### Placement view

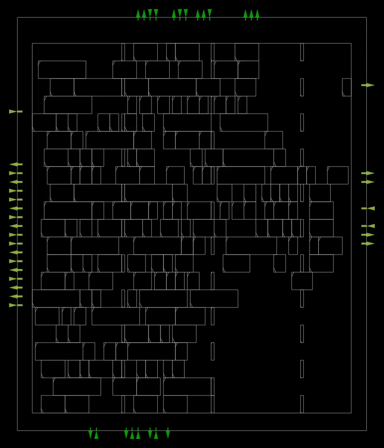
### Signal wires on met1

Supply wires on this layer in grey.
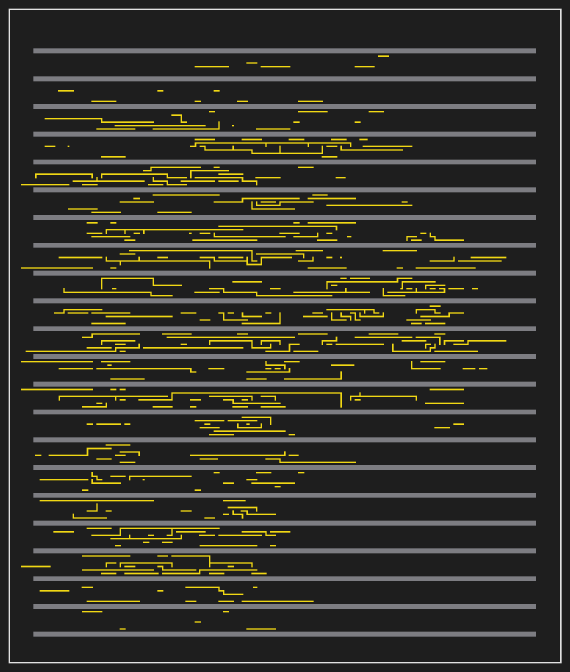
### config.mk
export PLATFORM = sky130hd
export DESIGN_NAME = fetch_sequencer
export DESIGN_NICKNAME = d
export VERILOG_FILES = /design/src/rtl/fetch_pkg.sv /design/src/rtl/fetch_wait_timer.sv /design/src/rtl/fetch_sequencer.sv
export SDC_FILE = /design/constraint.sdc
export NUM_CORES = 1
export LEC_CHECK = 0
export ABC_AREA = 1
export CAP_MARGIN = 20
export CORE_ASPECT_RATIO = 1.2
export CORE_MARGIN = 2
export CORE_UTILIZATION = 35
export DETAILED_ROUTE_END_ITERATION = 10
export PLACE_DENSITY = 0.81
export SETUP_SLACK_MARGIN = 0.02
export SKIP_LAST_GASP = 1
export SYNTH_ARGS = -nofsm -noshare
export SYNTH_HDL_FRONTEND = slang
export SYNTH_SLANG_ARGS = --single-unit
### constraint.sdc
create_clock -name clock -period 1.65 [get_ports clock]
set_input_delay 0.33 -clock clock [delete_from_list [all_inputs] [get_ports clock]]
set_output_delay 0.33 -clock clock [all_outputs]
set_load 0.01 [all_outputs]
### src/rtl/fetch_pkg.sv
// Shared definitions for the instruction fetch sequencer: state encoding and
// the bus read/write select levels.
package fetch_pkg;

  typedef enum logic [2:0] {
    IDLE    = 3'd0,
    PC_OUT  = 3'd1,
    MEM_REQ = 3'd2,
    IR_LOAD = 3'd3,
    DONE    = 3'd4,
    FAULT   = 3'd5
  } fetch_state_t;

  localparam logic RW_READ  = 1'b1;
  localparam logic RW_WRITE = 1'b0;

endpackage

### src/rtl/fetch_wait_timer.sv
// Saturating counter of memory-request cycles; flags the cycle on which the
// request has gone unanswered for WAIT_MAX cycles.
module fetch_wait_timer #(
  parameter int WAIT_MAX = 8
) (
  input  logic clock,
  input  logic reset,
  input  logic clear,
  input  logic enable,
  output logic expired
);

  localparam int CW = $clog2(WAIT_MAX + 1);
  localparam logic [CW-1:0] LAST = CW'(WAIT_MAX - 1);
  localparam logic [CW-1:0] SAT  = CW'(WAIT_MAX);

  logic [CW-1:0] count;

  // Holds at WAIT_MAX rather than wrapping so a stalled request cannot alias
  // back to an early count.
  always_ff @(posedge clock) begin
    if (reset || clear)
      count <= '0;
    else if (enable && (count != SAT))
      count <= count + CW'(1);
  end

  assign expired = enable && (count >= LAST);

endmodule

### src/rtl/fetch_sequencer.sv
// Fetch control stage: moves the PC to the MAR, reads memory into IR and
// bumps the PC, one fetch per start request; it only ever samples the bus.
module fetch_sequencer
  import fetch_pkg::*;
#(
  parameter int WIDTH    = 16,
  parameter int WAIT_MAX = 8
) (
  input  logic             clock,
  input  logic             reset,
  input  logic             start,
  input  logic             clear,
  input  logic             mem_ready,
  input  logic [WIDTH-1:0] data_in,
  output logic             pc_enable,
  output logic             pc_rw,
  output logic             pc_count,
  output logic             mar_load,
  output logic             mem_enable,
  output logic             mem_rw,
  output logic [WIDTH-1:0] ir,
  output logic             busy,
  output logic             done,
  output logic             error
);

  fetch_state_t state, next_state;
  logic         timed_out;

  fetch_wait_timer #(
    .WAIT_MAX(WAIT_MAX)
  ) u_wait_timer (
    .clock  (clock),
    .reset  (reset),
    .clear  (state != MEM_REQ),
    .enable (state == MEM_REQ),
    .expired(timed_out)
  );

  always_ff @(posedge clock) begin
    if (reset)
      state <= IDLE;
    else
      state <= next_state;
  end

  // The word is taken on the edge that leaves MEM_REQ, so it is visible in IR_LOAD.
  always_ff @(posedge clock) begin
    if (reset)
      ir <= '0;
    else if ((state == MEM_REQ) && mem_ready)
      ir <= data_in;
  end

  always_comb begin
    next_state = state;
    case (state)
      IDLE:    if (start) next_state = PC_OUT;
      PC_OUT:  next_state = MEM_REQ;
      MEM_REQ: begin
        if (mem_ready)
          next_state = IR_LOAD;
        else if (timed_out)
          next_state = FAULT;
      end
      IR_LOAD: next_state = DONE;
      DONE:    next_state = start ? PC_OUT : IDLE;
      FAULT:   if (clear) next_state = IDLE;
      default: next_state = IDLE;
    endcase
  end

  // Moore decode; read stays the resting select level on both buses.
  always_comb begin
    pc_enable  = 1'b0;
    pc_rw      = RW_READ;
    pc_count   = 1'b0;
    mar_load   = 1'b0;
    mem_enable = 1'b0;
    mem_rw     = RW_READ;
    busy       = 1'b0;
    done       = 1'b0;
    error      = 1'b0;
    case (state)
      PC_OUT: begin
        pc_enable = 1'b1;
        mar_load  = 1'b1;
        busy      = 1'b1;
      end
      MEM_REQ: begin
        mem_enable = 1'b1;
        busy       = 1'b1;
      end
      IR_LOAD: begin
        pc_count = 1'b1;
        busy     = 1'b1;
      end
      DONE: begin
        done = 1'b1;
        busy = 1'b1;
      end
      FAULT:   error = 1'b1;
      default: ;
    endcase
  end

endmodule

==> metrics.yaml <==
clocking:
  clock_path_buffers: 2
  cts_resized: 8
  root_buffer: "clkbuf_4"
  worstSkewPairLatency_ns: 0.30
  cts_max_level: 1
  cts_tree: "built"
  cts_buffers: 3
  cts_hold_buf: 0
  clk_pin_slew_ns: 0.12
detailed_routing:
  drt_pass1_iterations: 4
  totalWireLength_um: 2450
  drc: 0
  vias: 1018
  viasPerCell: 4.78
  wl_per_cell_um: 11.5
  detail-route-antenna-nets: 0
final_layout:
  instances_no_fill: 213
  finish.utilization_pct: 53.9
  syn2layout_area_growth_pct: 45.1
  n_fill_cell: 275
  finalNetCount: 203
  lay_top_count: "clkdlybuf4s50_1"
  most-common-layout-cells: "clkdlybuf4s50_1, nand2_1, nand3_1"
  layout-drive-gt1-share_pct: 11.2
  diodes: 0
worst_setup_path:
  start_kind: "flip-flop"
  crit_fanout: 4
  reg2reg_depth: 9
  r2r_slack_ns: 0.23
  max_stage_delay_ns: 0.38
  worstPathCellList: "inv_2 -> nand2_2 -> xor2_1 -> clkdlybuf4s15_1"
  crit_start: "state[1]$_SDFFE_PP0P_"
  rr_startpoint: "state[2]$_SDFFE_PP0P_"
  cp-end-kind: "output port"
  r2r-end: "u_wait_timer.count[3]$_SDFFE_PP0P_"
  cp.arrival_ns: 1.23
  critPathKind: "reg2out"
  crit_path_top_delay_cell: "dfxtp_1"
sta:
  fin_crit_ns: 1.56
  timing.fmax_mhz: 642
  rsz0062_at_grt: "yes"
  period_used_pct: 94.5
  finalSetupTns_ns: 0
pwr:
  powerDensity_nw_per_um2: 1160
  peakVddDrop_mv: 0.661
  power.leakage_nw: 0.579
run:
  drv_cap: 0
  warnings: 29
floorplanning:
  core_area_um2: 2810
  die_h_um: 63.9
  die_area_um2: 3440
  io_pins: 46
logic_synthesis:
  ys_top_cells_by_count: "nand2_1, dfxtp_1, nand3_1, a21oi_1, inv_1"
  synth-edff-count: 0
  syn_inst: 136
  top_area_share_pct: 44.1
  synth_async_sr_flop_share_pct: 0
  ff_type: "dfxtp_1"
  yosys.area_share.xor_xnor_pct: 1.68
  synth_area_um2: 1040
  yosys.area_share.aoi_pct: 12.8
  yosys_warnings: 0
  synthTopLogicFamily: "simple AND/OR/NAND/NOR gates"
  synth_seq_share_pct: 44.1
  ys_area_um2: 1040
  yosys-top-cells-area: "dfxtp_1, nand3_1, a21oi_1"
  ys_cells: 136
  synth-simple-area-share_pct: 28.1
  top_area_cell: "dfxtp_1"
  top_cell: "nand2_1"
  ys_sh_adder_pct: 2.40
  ys_ff: 23
  syn_area_per_cell_um2: 7.68
global_route:
  globalRouteOverflowTotal: 0
  grt_pass1_vias: 971
  grt_pass1_wl_um: 3960
  grt_max_degree: 22
placed_design:
  portBuffers: 43
  post-place-cells: 209
  dpl.hpwl_um: 1900
  routabilityCongestion: 0.683
hold_path:
  min_path_cells: 2
status:
  run_status: "complete, no violations"
## Picture notes: 'Placement view'
Seq Cell Count: 23
Well Taps: 34
Rows: 21

## Picture notes: 'Signal wires on met1'
longest straight run: 16.6 um
nets with wire on the layer: 170
wire length on this layer: 1020 um
share of all routed wire: 42%

metal layers:
metal / vias to the layer above / track usage (%) / wire length (um)
met5: - / 0 / 0
met1: 466 / 17.0 / 1020
met3: 2 / 3.04 / 135
met2: 25 / 26.7 / 1280
met4: 0 / 5.77 / 16
li1: 525 / - / -
where the power goes:
part | switching, mW | internal (mW) | leakage [nW]
Sequential | 0.0503 | 0.635 | 0.187
Clock | 0.157 | 0.0941 | 0.0150
Combinational | 0.446 | 0.370 | 0.377
Total | 0.654 | 1.10 | 0.579
registers in the layout, summed over array words and instances, names as in the netlist:
signal              cells
state                   3
ir                     16
u_wait_timer.count      4
metrics by stage:
| stage | setup slack, ns | total power [mW] | cell area (um^2) | hold WS [ns] |
|---|---|---|---|---|
| floorplan | 0.474 | 1.21 | 1050 | 0.469 |
| global placement | 0.128 | 1.52 | 1490 | 0.448 |
| detailed placement | 0.0759 | 1.56 | 1490 | 0.457 |
| CTS | 0.00619 | 1.75 | 1510 | 0.474 |
| global route | 0.00467 | 1.88 | 1520 | 0.485 |
| finish | 0.0915 | 1.75 | 1520 | 0.470 |
critical path: cells and delay by family (launching register included):
family	cells	cell delay, ns
AND/OR/NAND/NOR	1	0.10
buffers and inverters	2	0.31
flip-flops	1	0.38
XOR/XNOR	1	0.14
cells by family after synthesis:
family	after synthesis
adder cells (fa/ha/maj)	2
other	1
XOR/XNOR	2
AND/OR/NAND/NOR	62
AND-OR/OR-AND	25
buffers and inverters	21
flip-flops	23
area by class of cell:
type | instances | area (um^2) | share of cell area [%]
Clock buffer | 4 | 26.3 | 1.73
Inverter | 11 | 41.3 | 2.72
Multi-Input combinational cell | 93 | 480 | 31.7
Sequential cell | 23 | 463 | 30.5
Tap cell | 34 | 42.5 | 2.81
Timing Repair Buffer | 48 | 463 | 30.5
Power is estimated from default activity; no workload was simulated.
